File: src/rtl/muldiv_sequencer_pkg.sv
// Shared types for the HI/LO multiply/divide sequencer: FSM state encodings,
// accepted operation kinds and small decode helpers.
package muldiv_sequencer_pkg;

   localparam int DEFAULT_WIDTH = 32;

   typedef enum logic [1:0] {
      S_IDLE = 2'd0,
      S_MUL  = 2'd1,
      S_DIV  = 2'd2,
      S_SIGN = 2'd3
   } state_t;

   typedef enum logic [1:0] {
      OP_MULT  = 2'd0,
      OP_MULTU = 2'd1,
      OP_DIV   = 2'd2,
      OP_DIVU  = 2'd3
   } op_kind_t;

   function automatic logic op_is_div(input op_kind_t kind);
      return (kind == OP_DIV) || (kind == OP_DIVU);
   endfunction

   function automatic logic op_is_signed(input op_kind_t kind);
      return (kind == OP_MULT) || (kind == OP_DIV);
   endfunction

endpackage

File: src/rtl/muldiv_step.sv
// One iteration of the shared work register: LSB-first shift-add for multiply,
// restoring trial-subtract for divide. Upper half = accumulator/remainder.
module muldiv_step
   import muldiv_sequencer_pkg::*;
#(
   parameter int WIDTH = DEFAULT_WIDTH
) (
   input  logic                 is_div,
   input  logic [2*WIDTH-1:0]   work,
   input  logic [WIDTH-1:0]     opnd,
   output logic [2*WIDTH-1:0]   work_next
);

   logic [WIDTH:0] sum_s;
   logic [WIDTH:0] shifted_s;
   logic [WIDTH:0] diff_s;

   // Evaluate both step flavours and pick the one for the active operation.
   always_comb begin
      sum_s     = {1'b0, work[2*WIDTH-1:WIDTH]} + (work[0] ? {1'b0, opnd} : {(WIDTH+1){1'b0}});
      shifted_s = work[2*WIDTH-1:WIDTH-1];
      diff_s    = shifted_s - {1'b0, opnd};
      if (is_div) begin
         // Negative trial difference means the divisor did not fit: restore.
         if (!diff_s[WIDTH]) begin
            work_next = {diff_s[WIDTH-1:0], work[WIDTH-2:0], 1'b1};
         end else begin
            work_next = {shifted_s[WIDTH-1:0], work[WIDTH-2:0], 1'b0};
         end
      end else begin
         work_next = {sum_s, work[WIDTH-1:1]};
      end
   end

endmodule

File: src/rtl/muldiv_sequencer.sv
// Multi-cycle HI/LO controller: accepts mult/div/mthi/mtlo, iterates one bit per
// cycle on magnitudes, fixes signs in a final cycle and owns the HI/LO registers.
module muldiv_sequencer
   import muldiv_sequencer_pkg::*;
#(
   parameter int WIDTH = DEFAULT_WIDTH
) (
   input  logic             clock,
   input  logic             reset,
   input  logic             op_mult,
   input  logic             op_multu,
   input  logic             op_div,
   input  logic             op_divu,
   input  logic             op_mthi,
   input  logic             op_mtlo,
   input  logic             op_mfhi,
   input  logic             op_mflo,
   input  logic             flush,
   input  logic [WIDTH-1:0] rs_value,
   input  logic [WIDTH-1:0] rt_value,
   output logic [WIDTH-1:0] hi,
   output logic [WIDTH-1:0] lo,
   output logic             busy,
   output logic             stall,
   output logic             done,
   output logic             div_zero
);

   localparam int CW = $clog2(WIDTH);

   state_t              state_r, state_s;
   logic [CW-1:0]       count_r;
   logic [2*WIDTH-1:0]  work_r, step_s, prod_s;
   logic [WIDTH-1:0]    opnd_r, hi_r, lo_r, abs_a_s, abs_b_s, quo_s, rem_s;
   logic                sa_r, sb_r, div_r, done_r, div_zero_r;
   logic                start_s, idle_accept_s, dz_s, last_s, sa_s, sb_s, any_op_s;
   op_kind_t            start_kind_s;

   // Decode the highest-priority arithmetic request and its operand magnitudes.
   always_comb begin
      start_s      = 1'b0;
      start_kind_s = OP_MULT;
      if (op_mult) begin
         start_s      = 1'b1;
         start_kind_s = OP_MULT;
      end else if (op_multu) begin
         start_s      = 1'b1;
         start_kind_s = OP_MULTU;
      end else if (op_div) begin
         start_s      = 1'b1;
         start_kind_s = OP_DIV;
      end else if (op_divu) begin
         start_s      = 1'b1;
         start_kind_s = OP_DIVU;
      end else begin
         start_s      = 1'b0;
         start_kind_s = OP_MULT;
      end
      sa_s          = op_is_signed(start_kind_s) && rs_value[WIDTH-1];
      sb_s          = op_is_signed(start_kind_s) && rt_value[WIDTH-1];
      abs_a_s       = sa_s ? ({WIDTH{1'b0}} - rs_value) : rs_value;
      abs_b_s       = sb_s ? ({WIDTH{1'b0}} - rt_value) : rt_value;
      idle_accept_s = (state_r == S_IDLE) && !flush;
      dz_s          = start_s && op_is_div(start_kind_s) && (rt_value == {WIDTH{1'b0}});
      last_s        = (count_r == CW'(WIDTH - 1));
   end

   muldiv_step #(.WIDTH(WIDTH)) u_step (
      .is_div    (div_r),
      .work      (work_r),
      .opnd      (opnd_r),
      .work_next (step_s)
   );

   // Sign fix-up values written on the edge that ends the SIGN cycle.
   always_comb begin
      prod_s = (sa_r ^ sb_r) ? ({(2*WIDTH){1'b0}} - work_r) : work_r;
      quo_s  = (sa_r ^ sb_r) ? ({WIDTH{1'b0}} - work_r[WIDTH-1:0]) : work_r[WIDTH-1:0];
      rem_s  = sa_r ? ({WIDTH{1'b0}} - work_r[2*WIDTH-1:WIDTH]) : work_r[2*WIDTH-1:WIDTH];
   end

   // Next-state logic; flush returns to IDLE from anywhere.
   always_comb begin
      state_s = state_r;
      if (flush) begin
         state_s = S_IDLE;
      end else begin
         case (state_r)
            S_IDLE: begin
               if (start_s && !dz_s) begin
                  state_s = op_is_div(start_kind_s) ? S_DIV : S_MUL;
               end else begin
                  state_s = S_IDLE;
               end
            end
            S_MUL, S_DIV: begin
               if (last_s) begin
                  state_s = S_SIGN;
               end else begin
                  state_s = state_r;
               end
            end
            S_SIGN:  state_s = S_IDLE;
            default: state_s = S_IDLE;
         endcase
      end
   end

   // FSM state register.
   always_ff @(posedge clock or posedge reset) begin
      if (reset) begin
         state_r <= S_IDLE;
      end else begin
         state_r <= state_s;
      end
   end

   // Datapath: operand latch, iteration, HI/LO writes and status pulses.
   always_ff @(posedge clock or posedge reset) begin
      if (reset) begin
         count_r    <= {CW{1'b0}};
         work_r     <= {(2*WIDTH){1'b0}};
         opnd_r     <= {WIDTH{1'b0}};
         hi_r       <= {WIDTH{1'b0}};
         lo_r       <= {WIDTH{1'b0}};
         sa_r       <= 1'b0;
         sb_r       <= 1'b0;
         div_r      <= 1'b0;
         done_r     <= 1'b0;
         div_zero_r <= 1'b0;
      end else begin
         done_r     <= 1'b0;
         div_zero_r <= 1'b0;
         if (idle_accept_s) begin
            if (dz_s) begin
               div_zero_r <= 1'b1;
            end else if (start_s) begin
               // Divide iterates on the dividend; multiply shifts out the multiplier.
               div_r   <= op_is_div(start_kind_s);
               work_r  <= {{WIDTH{1'b0}}, op_is_div(start_kind_s) ? abs_a_s : abs_b_s};
               opnd_r  <= op_is_div(start_kind_s) ? abs_b_s : abs_a_s;
               sa_r    <= sa_s;
               sb_r    <= sb_s;
               count_r <= {CW{1'b0}};
            end else if (op_mthi) begin
               hi_r <= rs_value;
            end else if (op_mtlo) begin
               lo_r <= rs_value;
            end
         end else if (flush) begin
            count_r <= {CW{1'b0}};
         end else if ((state_r == S_MUL) || (state_r == S_DIV)) begin
            work_r  <= step_s;
            count_r <= last_s ? {CW{1'b0}} : (count_r + CW'(1));
         end else if (state_r == S_SIGN) begin
            if (div_r) begin
               lo_r <= quo_s;
               hi_r <= rem_s;
            end else begin
               {hi_r, lo_r} <= prod_s;
            end
            done_r <= 1'b1;
         end
      end
   end

   always_comb begin
      any_op_s = op_mult | op_multu | op_div | op_divu | op_mthi | op_mtlo | op_mfhi | op_mflo;
      busy     = (state_r != S_IDLE);
      stall    = busy & any_op_s;
      hi       = hi_r;
      lo       = lo_r;
      done     = done_r;
      div_zero = div_zero_r;
   end

endmodule

File: config.mk
export PLATFORM = sky130hd
export DESIGN_NAME = muldiv_sequencer
export DESIGN_NICKNAME = d
export VERILOG_FILES = /design/src/rtl/muldiv_sequencer_pkg.sv /design/src/rtl/muldiv_step.sv /design/src/rtl/muldiv_sequencer.sv
export SDC_FILE = /design/constraint.sdc
export NUM_CORES = 1
export LEC_CHECK = 0
export CORE_UTILIZATION = 40
export DETAILED_ROUTE_END_ITERATION = 6
export GPL_TIMING_DRIVEN = 0
export PLACE_DENSITY = 0.64
export SLEW_MARGIN = 20
export SYNTH_ARGS = -nofsm -noshare
export SYNTH_HDL_FRONTEND = slang
export SYNTH_SLANG_ARGS = --single-unit
File: constraint.sdc
create_clock -name clock -period 6 [get_ports clock]
set_input_delay 1.8 -clock clock [delete_from_list [all_inputs] [get_ports clock]]
set_output_delay 1.8 -clock clock [all_outputs]
set_load 0.05 [all_outputs]
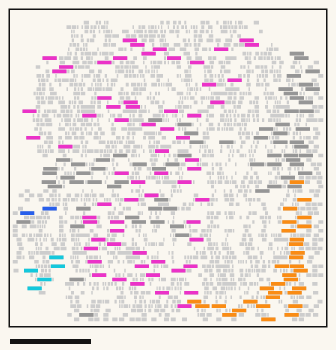
Fig. 1. Register map, names as in the netlist (run 1).
The bar under the picture is 50 µm long.
- count_r: cyan (sequential cells 5; where bottom left)
- work_r: magenta (sequential cells 64)
- state_r: blue (sequential cells 2)
- lo: orange (sequential cells 32; where bottom right)
fraction of the core area covered by cells at the end of the flow: 48.6%
sequential standard cell area: 4300 µm²
sequential fraction of total cell area: 24.7%
power attributed to sequential cells: 2.37 mW

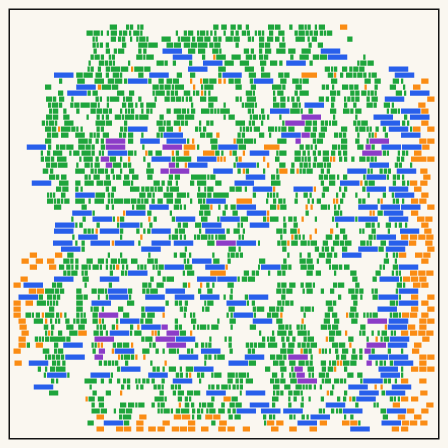
Fig. 2. Cell classes on the final placement (run 1).
- clock drivers and dummy loads: purple (cells 32; share of their area 3.4%)
- flip-flops: blue (cells 172; share of their area 26%)
- other buffers and delay cells: orange (cells 257; share of their area 12%)
- all other logic: green (cells 1,618; share of their area 59%)
# rows: 69
Core Region: 35,900 µm²
final design instance area without fill: 17,400 µm²

==> flow_summary.yaml, run 1 <==
# yosys + openroad results
placement:
  detailedPlacementHpwl_mm: 50.9
  gp_congestion: 0.995
pwr:
  cell_internal_pwr_mw: 5.08
  power_frac_comb_pct: 69.4
  pwr_density_cell_nw_per_um2: 659
setup_path:
  critical_path_class: "primary input to flop"
  worstPathCellList: "clkdlybuf4s50_1, or4_1, nor4_1, nor2b_1, nand2_2, or4_4, buf_6, and2_1, clkbuf_1, clkbuf_1, a21oi_1, o21ai_0"
  crit_path_end_kind: "flop"
  critical_path_peak_fanout: 10
  cpMostUsedCell: "sky130_fd_sc_hd__clkbuf_1"
  critical_path_arrival_ns: 6.12
layout:
  insertedDiodeCount: 0
  inverters_excl_clock: 61
  synthToLayoutAreaGrowth_pct: 18.1
  fillerInstances: 3538
  final.signal_buffer_count: 257
  multiInputCombCellCount: 1557
logic_synthesis:
  ys_top_cells_by_area: "sky130_fd_sc_hd__dfrtp_1 (29%), sky130_fd_sc_hd__ha_1 (6.3%), sky130_fd_sc_hd__o21ai_0 (6.3%)"
  synth_warn: 0
  post_synth_xor_area_fraction_pct: 10.4
  post_synthesis_mux_area_share_pct: 3.33
  yosys.area_share.adder_pct: 6.54
  top_cell_type_by_total_area_after_synthesis: "sky130_fd_sc_hd__dfrtp_1"
global_route:
  globalRouteOverflowTotal: 0
  grt_pass1_wl_mm: 94.5
  grt_antenna_before_repair: 1
clock_network:
  clkLatencyLatePin_ns: 0.47
  cts_buffers: 17
die:
  die_h_um: 194
  i_o_pins: 143
  floorplan.die.width_um: 194
  taps: 461
timing:
  timing_max_transition_violations_final: 0
  setup_slack_ns: 0.198
  minimum_clock_period_ns: 5.80
outcome:
  outcome: "complete, no violations"
drt:
  avgRoutedWirePerCell_um: 25.1
  route.detailed.drc: 0
  drt-pass1-iter-count: 6
worst_hold_path:
  class_of_the_most_critical_hold_timing_path: "flop to flop"
job:
  openroad.warnings: 29
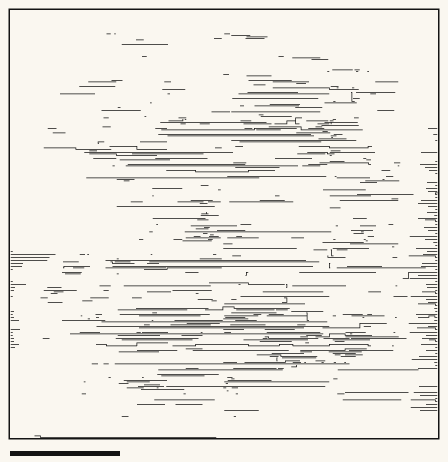
Fig. 3. M3 wires (run 1).
The bar under the picture is 50 µm long.
- longest straight run: 115 µm
- main direction: horizontal
- nets with wire on the layer: 375
- wire length on this layer: 6,260 µm
- share of all routed wire: 9.8%
met3 track demand over resource in global routing: 6.77%
overall via count from detail_route: 15,825

==> run 1: worst min-delay path: stages (launching register included) <==
cell                      delay, ns
sky130_fd_sc_hd__dfrtp_1       0.35
sky130_fd_sc_hd__nand2_1       0.05
sky130_fd_sc_hd__nand3_1       0.05
==> run 1: worst paths after layout <==
check                              from  cells past startpoint  slack, ns          to
max                        rt_value[15]                     12       0.20   opnd_r[5]
min                               hi[9]                      2       0.49       hi[9]
max reg2reg                  work_r[31]                     13       1.02  work_r[42]
min reg2reg                       hi[9]                      2       0.49       hi[9]
max in group asynchronous         reset                      6       2.88   work_r[0]
min in group asynchronous         reset                      2       1.78  work_r[60]
==> run 1: per-layer routing <==
layer | track usage (%) | wire, µm | share of wire, % | vias to the layer above
li1 | - | - | - | 7182
met1 | 46.0 | 27300 | 43 | 7652
met2 | 51.2 | 27600 | 43 | 856
met3 | 6.77 | 6260 | 9.8 | 135
met4 | 13.8 | 2700 | 4.2 | 0
met5 | 0 | 0 | 0 | -
==> run 1: kinds of logic (layout without fill, tap and decap cells) <==
group	count (synthesis)	after routing
AND/OR/NAND/NOR	659	659
XOR/XNOR	176	176
buffers and inverters	171	350
multiplexers	49	49
adder cells (fa/ha/maj)	76	76
flip-flops	172	172
AND-OR/OR-AND	597	597
==> run 1: flip-flops by register name, summed over array words and instances (netlist names) <==
name	count
work_r	64
div_zero	1
lo	32
count_r	5
opnd_r	32
done	1
state_r	2
sa_r	1
sb_r	1
div_r	1
hi	32
==> run 1: metrics by stage <==
step	TNS [ns]	total power [mW]	std cells
2_1_floorplan	0	7.68	1900
3_3_place_gp	-0.906	10.1	2503
3_5_place_dp	-2.33	10.2	2508
4_1_cts	0	11.3	2540
5_1_grt	0	12.2	2540
6_report	0	11.5	2540
Fig. 4: run 1, placed standard cells
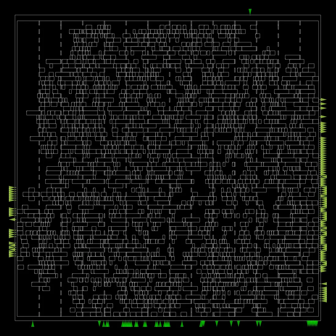

## Run 2: what changed since run 1
RECOVER_POWER = 50   (was unset)
SKIP_CTS_REPAIR_TIMING = 1   (was unset)
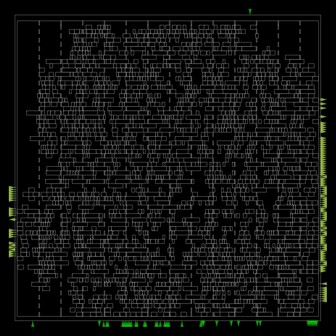
Fig. 5. Placed standard cells (run 2).
# fillers: 3,547
sequential cell count: 172
Tap Count: 461
fraction of the core area covered by cells at the end of the flow: 48.4%

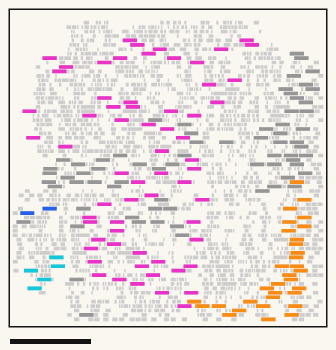
Fig. 6. Register map, names as in the netlist (run 2).
The bar under the picture is 50 µm long.
- work_r: magenta (sequential cells 64)
- lo: orange (sequential cells 32; where bottom right)
- count_r: cyan (sequential cells 5; where bottom left)
- state_r: blue (sequential cells 2)

==> run 2 against run 1 <==
Compared with the run above: the run now ends with capacitance limit, slew limit left; maximum frequency about the same; sequential power about the same; register-to-register slack got worse by 0.02 ns; largest cell class unchanged; core utilization decreased by 0.14 points; largest power group unchanged; final area decreased by 0.29%; sequential cell count unchanged.
==> flow_summary.yaml, run 2 <==
# yosys + openroad results
outcome:
  outcome: "complete, but fails checks"
  violations_in_the_final_reports: "capacitance limit, slew limit"
die:
  core-area_um2: 35900
  die_h_um: 194
  rows: 69
layout:
  insertedDiodeCount: 0
  area.share.sequential_pct: 24.8
setup_path:
  worstPathCellList: "clkdlybuf4s50_1, or4_1, nor4_1, nor2b_1, nand2_2, or4_4, buf_6, and2_1, clkbuf_1, clkbuf_1, a21oi_1, o21ai_0"
  cpMostUsedCell: "sky130_fd_sc_hd__clkbuf_1"
  critical_path_class: "primary input to flop"
  critical_path_peak_fanout: 10
  timing.rr.end: "work_r[42]"
  critical_path_arrival_ns: 6.12
  r2r_setup_slack_ns: 1.00
drt:
  met3WireLength_mm: 5.83
  routedLengthMet1_mm: 27.7
  avgRoutedWirePerCell_um: 25.1
  route.detailed.drc: 0
timing:
  timing_max_transition_violations_final: 63
  sum_neg_setup_slack_ns: 0
global_route:
  grt_pass1_wl_mm: 94.5
  met1_track_demand_over_resource_pct: 46.0
  grt_antenna_before_repair: 1
worst_hold_path:
  worst_hold_startpoint: "lo[15]"
  holdPathStages: 1
placement:
  gp_congestion: 0.995
job:
  drv.max_cap_violation_count: 2
clock_network:
  clkLatencyLatePin_ns: 0.47
logic_synthesis:
  top_cell_type_by_total_area_after_synthesis: "sky130_fd_sc_hd__dfrtp_1"
pwr:
  cell_internal_pwr_mw: 5.04
run 2: cell types whose count changed in the layout (fill, tap and decap cells not counted):
| cell | change |
|---|---|
| sky130_fd_sc_hd__and2_0 | +1 |
| sky130_fd_sc_hd__and2_1 | -1 |
| sky130_fd_sc_hd__dlygate4sd3_1 | +34 |
| sky130_fd_sc_hd__clkbuf_1 | +2 |
| sky130_fd_sc_hd__clkbuf_2 | +1 |
| sky130_fd_sc_hd__clkinvlp_4 | -1 |
| sky130_fd_sc_hd__buf_12 | -3 |
| sky130_fd_sc_hd__clkdlybuf4s50_1 | -34 |
| sky130_fd_sc_hd__clkinvlp_2 | +1 |
run 2: power by group through the flow:
stage	registers [mW]	clock network, mW	logic, mW
final	2.37	1.14	7.95
after global routing	2.41	1.19	8.59
after CTS	2.33	1.15	7.84
after detailed placement	2.35	0	7.80
after global placement	2.34	0	7.73
after floorplan	2.72	0	4.96
run 2: cells by family after synthesis:
kind of cell / Yosys count / share of synthesized area, %
AND-OR/OR-AND: 597 / 25.1
adder cells (fa/ha/maj): 76 / 6.54
flip-flops: 172 / 29.2
XOR/XNOR: 176 / 10.4
buffers and inverters: 171 / 4.73
multiplexers: 49 / 3.33
AND/OR/NAND/NOR: 659 / 20.7
run 2: worst max-delay path by stage:
stage | depth (start not counted) | startpoint | slack [ns] | to
6_report | 12 | rt_value[15] | 0.20 | opnd_r[2]
4_1_cts | 12 | rt_value[15] | 0.27 | opnd_r[2]
3_5_place_dp | 12 | rt_value[15] | -0.20 | opnd_r[2]
2_1_floorplan | 11 | rt_value[5] | 1.31 | count_r[3]
5_1_grt | 13 | rt_value[15] | 0.08 | work_r[6]
3_3_place_gp | 12 | rt_value[15] | -0.13 | opnd_r[2]
Power and IR drop assume default switching activity.
